**Run 1: clock nets**

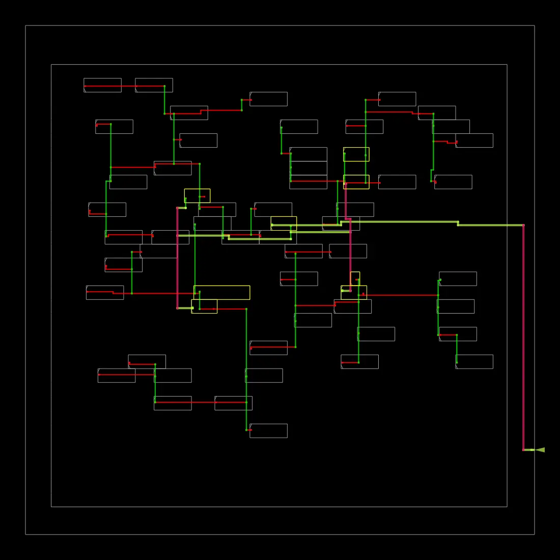
**Run 1: layout detail**

Window x 38 to 63, y 38 to 63 um. Cells in gray, sequential cells in the stronger gray; small squares are vias.
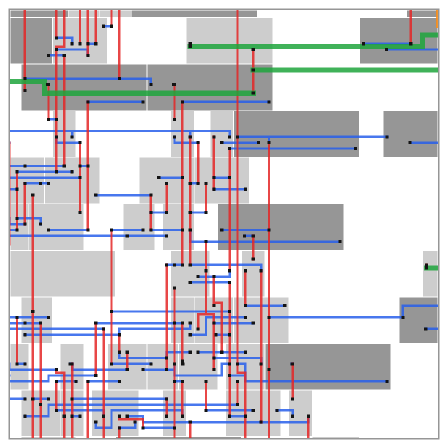
**Run 1: clock network drawn from the DEF**

Scale: 6 px per um.
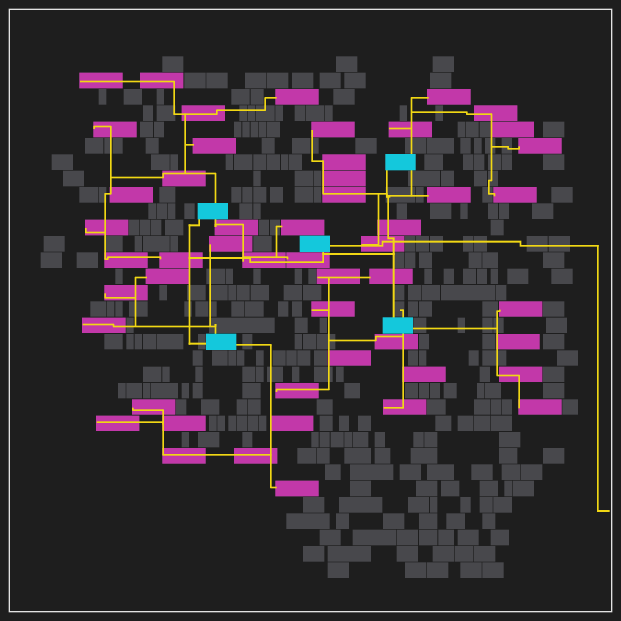
`src/rtl/pipe_hazard_ctl.sv`:
```
// Hazard controller for a 5-stage pipeline: load-use interlock, branch redirect
// flushes, data-memory freeze with timeout FSM, and saturating perf counters.
module pipe_hazard_ctl #(
  parameter int unsigned MEM_TIMEOUT = 255,
  parameter int unsigned CNT_W       = 16
) (
  input  logic             clk,
  input  logic             rst,
  input  logic [4:0]       id_rs1,
  input  logic [4:0]       id_rs2,
  input  logic             id_uses_rs2,
  input  logic [4:0]       ex_rd,
  input  logic             ex_is_load,
  input  logic             ex_RegWEn,
  input  logic             ex_pc_sel,
  input  logic             dmem_req,
  input  logic             dmem_ack,
  output logic             pc_en,
  output logic             if_id_en,
  output logic             id_ex_en,
  output logic             ex_mem_en,
  output logic             mem_wb_en,
  output logic             if_id_flush,
  output logic             id_ex_flush,
  output logic             mem_timeout,
  output logic [1:0]       ctl_state,
  output logic [CNT_W-1:0] stall_cnt,
  output logic [CNT_W-1:0] flush_cnt
);

  typedef enum logic [1:0] {
    RUN     = 2'b00,
    MEMWAIT = 2'b01,
    TIMEOUT = 2'b10
  } state_e;

  localparam logic [CNT_W-1:0] CNT_MAX   = {CNT_W{1'b1}};
  localparam logic [CNT_W-1:0] CNT_ONE   = {{(CNT_W-1){1'b0}}, 1'b1};
  localparam logic [CNT_W-1:0] WAIT_LAST = CNT_W'(MEM_TIMEOUT - 32'd1);

  state_e           state_r;
  state_e           state_nxt_s;
  logic [CNT_W-1:0] wait_cnt_r;
  logic [CNT_W-1:0] stall_cnt_r;
  logic [CNT_W-1:0] flush_cnt_r;
  logic             mem_timeout_r;
  logic             mem_stall_s;
  logic             load_use_s;
  logic [4:0]       en_s;   // {pc, if_id, id_ex, ex_mem, mem_wb}
  logic [1:0]       fl_s;   // {if_id, id_ex}

  assign mem_stall_s = dmem_req & ~dmem_ack;
  assign load_use_s  = ex_is_load & ex_RegWEn & (ex_rd != 5'd0) &
                       ((ex_rd == id_rs1) | (id_uses_rs2 & (ex_rd == id_rs2)));

  // Enable/flush priority; reset holds the pipeline full of bubbles.
  always_comb begin
    en_s = 5'b11111;
    fl_s = 2'b00;
    if (rst) begin
      en_s = 5'b00000;
      fl_s = 2'b11;
    end else if (state_r == TIMEOUT) begin
      en_s = 5'b00000;
      fl_s = 2'b00;
    end else if (mem_stall_s) begin
      en_s = 5'b00000;
      fl_s = 2'b00;
    end else if (ex_pc_sel) begin
      en_s = 5'b11111;
      fl_s = 2'b11;
    end else if (load_use_s) begin
      en_s = 5'b00111;
      fl_s = 2'b01;
    end else begin
      en_s = 5'b11111;
      fl_s = 2'b00;
    end
  end

  // Next-state logic; the wait counter holds stalls completed before this cycle.
  always_comb begin
    state_nxt_s = state_r;
    case (state_r)
      RUN: begin
        if (mem_stall_s) state_nxt_s = MEMWAIT;
        else             state_nxt_s = RUN;
      end
      MEMWAIT: begin
        if (!mem_stall_s)                 state_nxt_s = RUN;
        else if (wait_cnt_r >= WAIT_LAST) state_nxt_s = TIMEOUT;
        else                              state_nxt_s = MEMWAIT;
      end
      TIMEOUT: state_nxt_s = TIMEOUT;
      default: state_nxt_s = RUN;
    endcase
  end

  // State, sticky timeout flag, wait counter and saturating perf counters.
  always_ff @(posedge clk) begin
    if (rst) begin
      state_r       <= RUN;
      mem_timeout_r <= 1'b0;
      wait_cnt_r    <= '0;
      stall_cnt_r   <= '0;
      flush_cnt_r   <= '0;
    end else begin
      state_r       <= state_nxt_s;
      mem_timeout_r <= (state_nxt_s == TIMEOUT);
      if (mem_stall_s && (state_r != TIMEOUT)) begin
        if (wait_cnt_r != CNT_MAX) wait_cnt_r <= wait_cnt_r + CNT_ONE;
        else                       wait_cnt_r <= wait_cnt_r;
      end else begin
        wait_cnt_r <= '0;
      end
      if (!en_s[4] && (state_r != TIMEOUT) && (stall_cnt_r != CNT_MAX)) begin
        stall_cnt_r <= stall_cnt_r + CNT_ONE;
      end else begin
        stall_cnt_r <= stall_cnt_r;
      end
      if (fl_s[1] && (flush_cnt_r != CNT_MAX)) begin
        flush_cnt_r <= flush_cnt_r + CNT_ONE;
      end else begin
        flush_cnt_r <= flush_cnt_r;
      end
    end
  end

  assign pc_en       = en_s[4];
  assign if_id_en    = en_s[3];
  assign id_ex_en    = en_s[2];
  assign ex_mem_en   = en_s[1];
  assign mem_wb_en   = en_s[0];
  assign if_id_flush = fl_s[1];
  assign id_ex_flush = fl_s[0];
  assign mem_timeout = mem_timeout_r;
  assign ctl_state   = state_r;
  assign stall_cnt   = stall_cnt_r;
  assign flush_cnt   = flush_cnt_r;

endmodule
```
`config.mk`:
```
export PLATFORM = sky130hd
export DESIGN_NAME = pipe_hazard_ctl
export DESIGN_NICKNAME = d
export VERILOG_FILES = /design/src/rtl/pipe_hazard_ctl.sv
export SDC_FILE = /design/constraint.sdc
export NUM_CORES = 1
export LEC_CHECK = 0
export CORE_MARGIN = 5
export CORE_UTILIZATION = 32
export DETAILED_ROUTE_END_ITERATION = 16
export SYNTH_ARGS = -nofsm -noshare
export SYNTH_HDL_FRONTEND = slang
export SYNTH_SLANG_ARGS = --single-unit
```
`constraint.sdc`:
```
create_clock -name clk -period 2.95 [get_ports clk]
set_clock_uncertainty 0.05 [all_clocks]
set_input_delay 0.295 -clock clk [delete_from_list [all_inputs] [get_ports clk]]
set_output_delay 0.295 -clock clk [all_outputs]
set_load 0.05 [all_outputs]
```
==> out/metrics.yaml, run 1 <==
sta:
  relSlewSlack_pct: 61.3
  slew_viol_final: 0
  worst_pin_slew_ns: 0.576
  fmax_mhz: 417
  period_used_pct: 81.2
  hold_slack_ns: 0.457
  rsz0062_at_grt: "no"
  hold_viol_final: 0
  fin_tns_setup_ns: 0
  worst_slack_ns: 0.554
  setup_viol: 0
die:
  die_h_um: 100
  coreArea_mm2: 0.00781
  die_area_mm2: 0.0100
  rows: 32
  fp_util_pct: 33.3
  io-pin-count: 65
  die_w_um: 100
detailed_routing:
  wire_per_inst_um: 12.5
  dr_total_vias: 2314
  antenna_left: 0
  drc: 0
  via_per_inst: 4.85
  routed_wl_um: 5960
  firstDrtPassIters: 5
critical_path:
  r2r_end: "stall_cnt[5]"
  critPathLaunchType: "input pin"
  worstSetupStartpoint: "ex_rd[1]"
  reg2reg_from: "stall_cnt[0]"
  arrival_ns: 2.05
  path_class: "in2out"
  reg2reg_depth: 8
  crit_path_end_kind: "primary output"
  path_cells: "clkdlybuf4s50_1 -> or4_1 -> o211ai_2 -> nand2b_1 -> o21a_1 -> buf_12"
  critPathMaxStageDelay_ns: 0.56
  endpoint: "if_id_en"
  critPathMaxFanout: 3
  critical-path-slowest-cell: "or4_1"
  ff2ff_setup_slack_ns: 0.74
synthesis:
  synth.distinct_cells: 42
  yosys_warnings: 0
  synthCells: 312
  synth_nets: 339
  edf_count: 0
  synth_seq_share_pct: 39.2
  ff_type: "dfxtp_1"
  syn_avg_cell_area_um2: 8.34
  ys_async_sr_fraction_pct: 0
  ys_chip_area_mm2: 0.00260
  syn_area_mm2: 0.00260
  ys_seq_elements: 51
pwr:
  power_density_mw_per_mm2: 406
  p_leak_uw: 0.00118
  peakVddDrop_v: 0.000241
placed_design:
  pre_cts_ws_ns: 0.426
  dp_hpwl_um: 4510
  gp_congestion: 0.767
job:
  warnings: 27
  cap_violations: 0
global_route:
  grt_start_max_net_pins: 34
  grt_overflow_total: 0
  grt_pass1_vias: 2148
  antenna_found_initial: 0
  gr-usage-all-layers_pct: 12.0
outcome:
  run_status: "finished, final reports clean"
final_layout:
  diodes: 0
  layout_top_cell: "clkdlybuf4s50_1"
  final_cell_mix: "clkdlybuf4s50_1 (57), dfxtp_1 (51), nor2_1 (40), nand2_1 (23), xor2_1 (22)"
  area_delta_synth_final_pct: 34.2
  fin_util_pct: 44.7
  drive_gt1_share_pct: 7.47
  nets: 401
clock_network:
  ctsHoldBuffers: 0
  cts_setup_buffers: 0
  htree_levels: 2
  cts_resized: 0
  cts.clk_slew.worst_paths_ns: 0.09
  root_buffer: "clkbuf_8"
  cts_tree: "done"
  clk_path_buf_depth: 2
worst_hold_path:
  min-delay-path-class: "reg2reg"
  hold_depth: 2
-- 'clock nets' (at the start) --
# clk buffers: 6
flop count: 51
Num CTS Buffers: 5
Worst-Skew Late Latency: 0.31 ns

-- 'layout detail' (at the start) --
color	layer
green	metal 3
red	metal 2
orange	metal 4
blue	metal 1
cells with their middle in the window	37
sequential cells in the window	6
netlist names of flops here include	`wait_cnt_r` (5), `stall_cnt` (1)
most frequent	nor2_1 (7), dfxtp_1 (6), xor2_1 (5)

-- 'clock network drawn from the DEF' (at the start) --
[magenta] flip-flops | count: 51
[cyan] clock drivers | count: 5
[yellow] clock wires | length: 674 um
routed clock nets	6

==> run 1: cells in the mapped netlist, types with 2 or more instances <==
master / n / share of area [%]
and3_1: 5 / 1.2
nor4_1: 5 / 1.2
xnor2_1: 15 / 5.1
and4_1: 3 / 1.0
nand2b_1: 3 / 0.72
mux2i_1: 2 / 0.77
o21ai_0: 12 / 2.3
nand4_1: 18 / 4.3
or3_1: 12 / 2.9
ha_1: 4 / 1.9
dfxtp_1: 51 / 39
xor2_1: 22 / 7.4
a21oi_1: 20 / 3.8
buf_6: 2 / 0.87
nand3_1: 20 / 3.8
o31ai_1: 3 / 0.87
nand2_1: 23 / 3.3
buf_4: 4 / 1.2
a211oi_1: 3 / 0.87
nor3_1: 8 / 1.5
nor2_1: 40 / 5.8
or4_1: 4 / 1.2
clkbuf_1: 6 / 0.87
inv_1: 9 / 1.3
==> run 1: power by group <==
part / internal, uW / leakage, uW / total, uW / switching, uW
Sequential: 698 / 0.000412 / 710 / 12.3
Clock: 275 / 0.0000612 / 503 / 228
Combinational: 90.0 / 0.000710 / 203 / 113
Total: 1060 / 0.00118 / 1420 / 354
==> run 1: per-stage QoR <==
stage	cell area, um^2	instances
3_3_place_gp	3370	469
2_1_floorplan	2610	312
6_report	3490	477
3_5_place_dp	3370	469
4_1_cts	3490	477
5_1_grt	3490	477
==> run 1: cells by family after synthesis <==
group / synth area share, %
AND/OR/NAND/NOR: 30.3
AND-OR/OR-AND: 10.1
buffers and inverters: 4.57
XOR/XNOR: 12.5
flip-flops: 39.2
adder cells (fa/ha/maj): 1.92
multiplexers: 1.35
==> run 1: routing by layer <==
layer | part of all wire [%] | global-route usage (%) | routed length [um]
met4 | 1.5 | 4.04 | 89
met2 | 46 | 20.2 | 2730
met3 | 4.7 | 2.85 | 281
met5 | 0 | 0 | 0
met1 | 48 | 15.1 | 2850
==> run 1: critical path: cells and delay by family <==
family,cells,cell delay [ns]
AND/OR/NAND/NOR,2,0.71
buffers and inverters,2,0.63
AND-OR/OR-AND,2,0.41
==> run 1: registers in the layout, summed over array words and instances, names as in the netlist <==
| register | count |
|---|---|
| wait_cnt_r | 16 |
| flush_cnt | 16 |
| ctl_state | 2 |
| mem_timeout | 1 |
| stall_cnt | 16 |
==> run 1: final cells by class <==
type,instances,area [um^2]
fillers,795,4320
inverters,9,33.8
well taps,102,128
multi-input cells,238,1470
clock buffers,6,82.6
clock inverters,2,35.0
repair buffers,69,723
flip-flops and latches,51,1020
==> run 1: worst min path at each step <==
stage / startpoint / to / slack, ns
5_1_grt: ctl_state[1] / ctl_state[0] / 0.50
6_report: stall_cnt[9] / stall_cnt[9] / 0.46
2_1_floorplan: wait_cnt_r[12] / wait_cnt_r[12] / 0.43
3_3_place_gp: stall_cnt[9] / stall_cnt[9] / 0.44
4_1_cts: stall_cnt[9] / stall_cnt[9] / 0.46
3_5_place_dp: stall_cnt[9] / stall_cnt[9] / 0.45
## Run 2: what changed since run 1
Clock period 2.95 ns to 1.9 ns, I/O delays scaled along.
**Run 2: clock network drawn from the DEF**

Scale: 6 px per um.
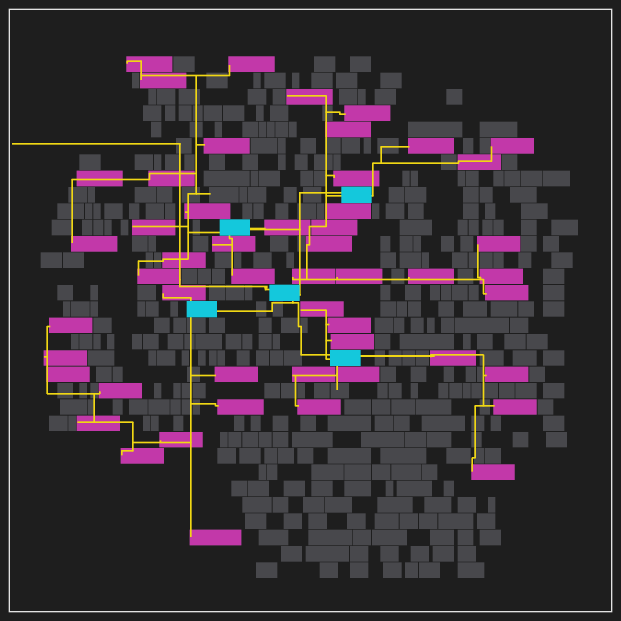
[cyan] clock drivers | count: 5
[yellow] clock wires | length: 601 um
[magenta] flip-flops | count: 51
routed clock nets	6

**Run 2: layout detail**

Window x 38 to 63, y 38 to 63 um. Cells in gray, sequential cells in the stronger gray; small squares are vias.
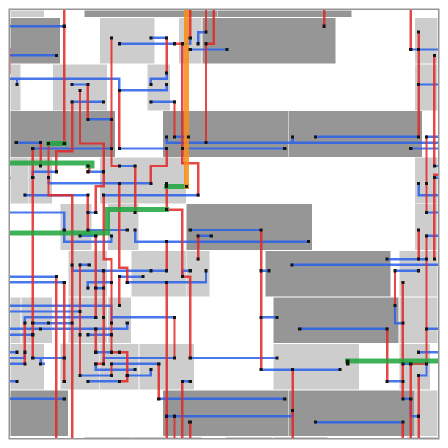

==> out/metrics.yaml, run 2 <==
outcome:
  run_status: "finished, violations left"
  violations: "negative setup slack"
die:
  die_area_mm2: 0.0100  # unchanged
  die_h_um: 100  # unchanged
  coreArea_mm2: 0.00781  # unchanged
  fp_util_pct: 33.3  # unchanged
  die_w_um: 100  # unchanged
  io-pin-count: 65  # unchanged
detailed_routing:
  dr_total_vias: 2636  # +14%
  firstDrtPassIters: 4  # -1
  routed_wl_um: 7020  # +18%
  drc: 0  # unchanged
  antenna_left: 0  # unchanged
  wire_per_inst_um: 13.2  # +5.7%
sta:
  worst_slack_ns: -0.117  # -0.671 ns
  slew_viol_final: 0  # unchanged
  setup_viol: 9  # +9
  period_used_pct: 106
  relSlewSlack_pct: 65.8  # +4.5 points
  hold_viol_final: 0  # unchanged
  fmax_mhz: 496
  rsz0062_at_grt: "yes"
  worst_pin_slew_ns: 0.513  # -0.0633 ns
job:
  warnings: 30  # +11%
  cap_violations: 0  # unchanged
clock_network:
  htree_levels: 2  # unchanged
  numCtsBuffers: 5  # unchanged
  root_buffer: "clkbuf_8"
  clk_path_buf_depth: 2  # unchanged
  cts.clk_slew.worst_paths_ns: 0.10  # about the same
critical_path:
  critPathLaunchType: "input pin"
  critPathMaxStageDelay_ns: 0.48  # -0.08 ns
  path_cells: "clkdlybuf4s50_1 -> o211ai_2 -> buf_4 -> nor4_4 -> a21oi_4 -> buf_12 -> buf_6 -> or4_4 -> a21oi_2"
  crit_path_end_kind: "flip-flop"
  critPathMaxFanout: 7  # +4
  arrival_ns: 2.20  # +0.15 ns
  path_class: "in2reg"
synthesis:
  syn_avg_cell_area_um2: 8.34  # unchanged
  synth.largest_area_cell: "dfxtp_1"
  synthCells: 312  # unchanged
  synth_seq_share_pct: 39.2  # unchanged
  top_area_share_pct: 39.2  # unchanged
  ys_async_sr_fraction_pct: 0  # unchanged
  area_leaders: "dfxtp_1 (39%), xor2_1 (7.4%), nor2_1 (5.8%)"
  syn_area_mm2: 0.00260  # unchanged
  ff_type: "dfxtp_1"
  synth.most_common_cell: "dfxtp_1"
  synth.distinct_cells: 42  # unchanged
  ys_seq_elements: 51  # unchanged
worst_hold_path:
  min-delay-path-class: "reg2reg"
  hold_depth: 2  # unchanged
placed_design:
  pre_cts_ws_ns: -0.434  # -0.860 ns
  gp_congestion: 0.757  # -1.3%
  dp_hpwl_um: 5030  # +11%
global_route:
  gr-usage-all-layers_pct: 13.6  # +1.6 points
  antenna_found_initial: 0  # unchanged
  grt_start_max_net_pins: 37  # +8.8%
  grt_overflow_total: 0  # unchanged
  grt_pass1_vias: 2573  # +20%
final_layout:
  final_cell_mix: "buf_4 (55), nor2_1 (40), clkdlybuf4s50_1 (36), dfxtp_1 (29)"
  area_delta_synth_final_pct: 59.6
  layout_top_cell: "buf_4"
  drive_gt1_share_pct: 30.0  # +23 points
  nets: 456  # +14%
  fin_util_pct: 53.2  # +8.5 points
  design_area_mm2: 0.00415  # +19%
  fillCellCount: 739  # -7.0%
pwr:
  peakVddDrop_v: 0.000327  # +35%
**Run 2: placement density heat map**

Scale: 3 px per um. 10 x 10 tiles, from black (low) to pale yellow (high), 0 to 100% covered.
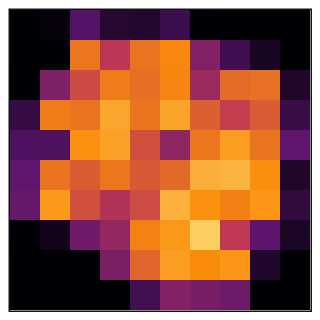
tiles over 75% full	16%
nearly empty tiles	21%
emptiest ninth of the die	lower left

run 2: where the power goes:
group          internal (uW)  switching (uW)  leakage [uW]
logic                    200             212       0.00121
clock network            299             364     0.0000517
registers               1080            17.1      0.000423
total                   1580             593       0.00169
run 2: worst paths after layout:
path | from | endpoint | slack (ns)
hold reg to reg | flush_cnt[1] | flush_cnt[1] | 0.46
hold / removal | flush_cnt[1] | flush_cnt[1] | 0.46
setup reg to reg | stall_cnt[9] | stall_cnt[7] | -0.11
setup / recovery | ex_is_load | stall_cnt[7] | -0.12
run 2: per-layer routing:
metal,global-route usage [%],share of wire [%]
met5,0,0
met3,3.20,4.2
met1,16.8,45
met2,24.0,50
met4,3.21,0.91
run 2: layout make-up:
cell class	instances	area [um^2]	share of cell area, %
multi-input combinational	238	1650	39.7
timing repair buffer	124	1190	28.8
sequential	51	1050	25.3
tap	102	128	3.07
clock buffer	6	82.6	1.99
inverter	9	33.8	0.814
clock inverter	2	15.0	0.362
run 2: worst max-delay path, delay by kind of cell:
kind	cells	cell delay [ns]
AND/OR/NAND/NOR	2	0.77
AND-OR/OR-AND	3	0.34
buffers and inverters	4	0.88
run 2: cell families (layout without fill, tap and decap cells):
| kind of cell | count (synthesis) | in the layout | synth area share (%) |
|---|---|---|---|
| DFF | 51 | 51 | 39.2 |
| and+or+nand+nor | 149 | 149 | 30.3 |
| buffers and inverters | 23 | 141 | 4.57 |
| xor gates and xnor gates | 37 | 37 | 12.5 |
| adders and majority gates | 4 | 4 | 1.92 |
| muxes | 3 | 3 | 1.35 |
| AOI/OAI and AO/OA | 45 | 45 | 10.1 |
run 2: repair_timing:
| item | 4_1_cts | 5_1_grt |
|---|---|---|
| resized | 28 | 38 |
| pin swaps | 19 | 24 |
| endpoints found under the setup margin | 15 | 41 |
| cloned | 2 | 0 |
| buffers inserted | 8 | 5 |
run 2: metrics by stage:
step | hold WS (ns) | TNS (ns) | std cells
5_1_grt | 0.497 | -2.02 | 532
4_1_cts | 0.463 | -0.231 | 528
3_5_place_dp | 0.445 | -6.56 | 510
3_3_place_gp | 0.442 | -5.69 | 510
2_1_floorplan | 0.374 | -3.86 | 312
6_report | 0.458 | -0.334 | 532
Power and IR drop assume default switching activity.
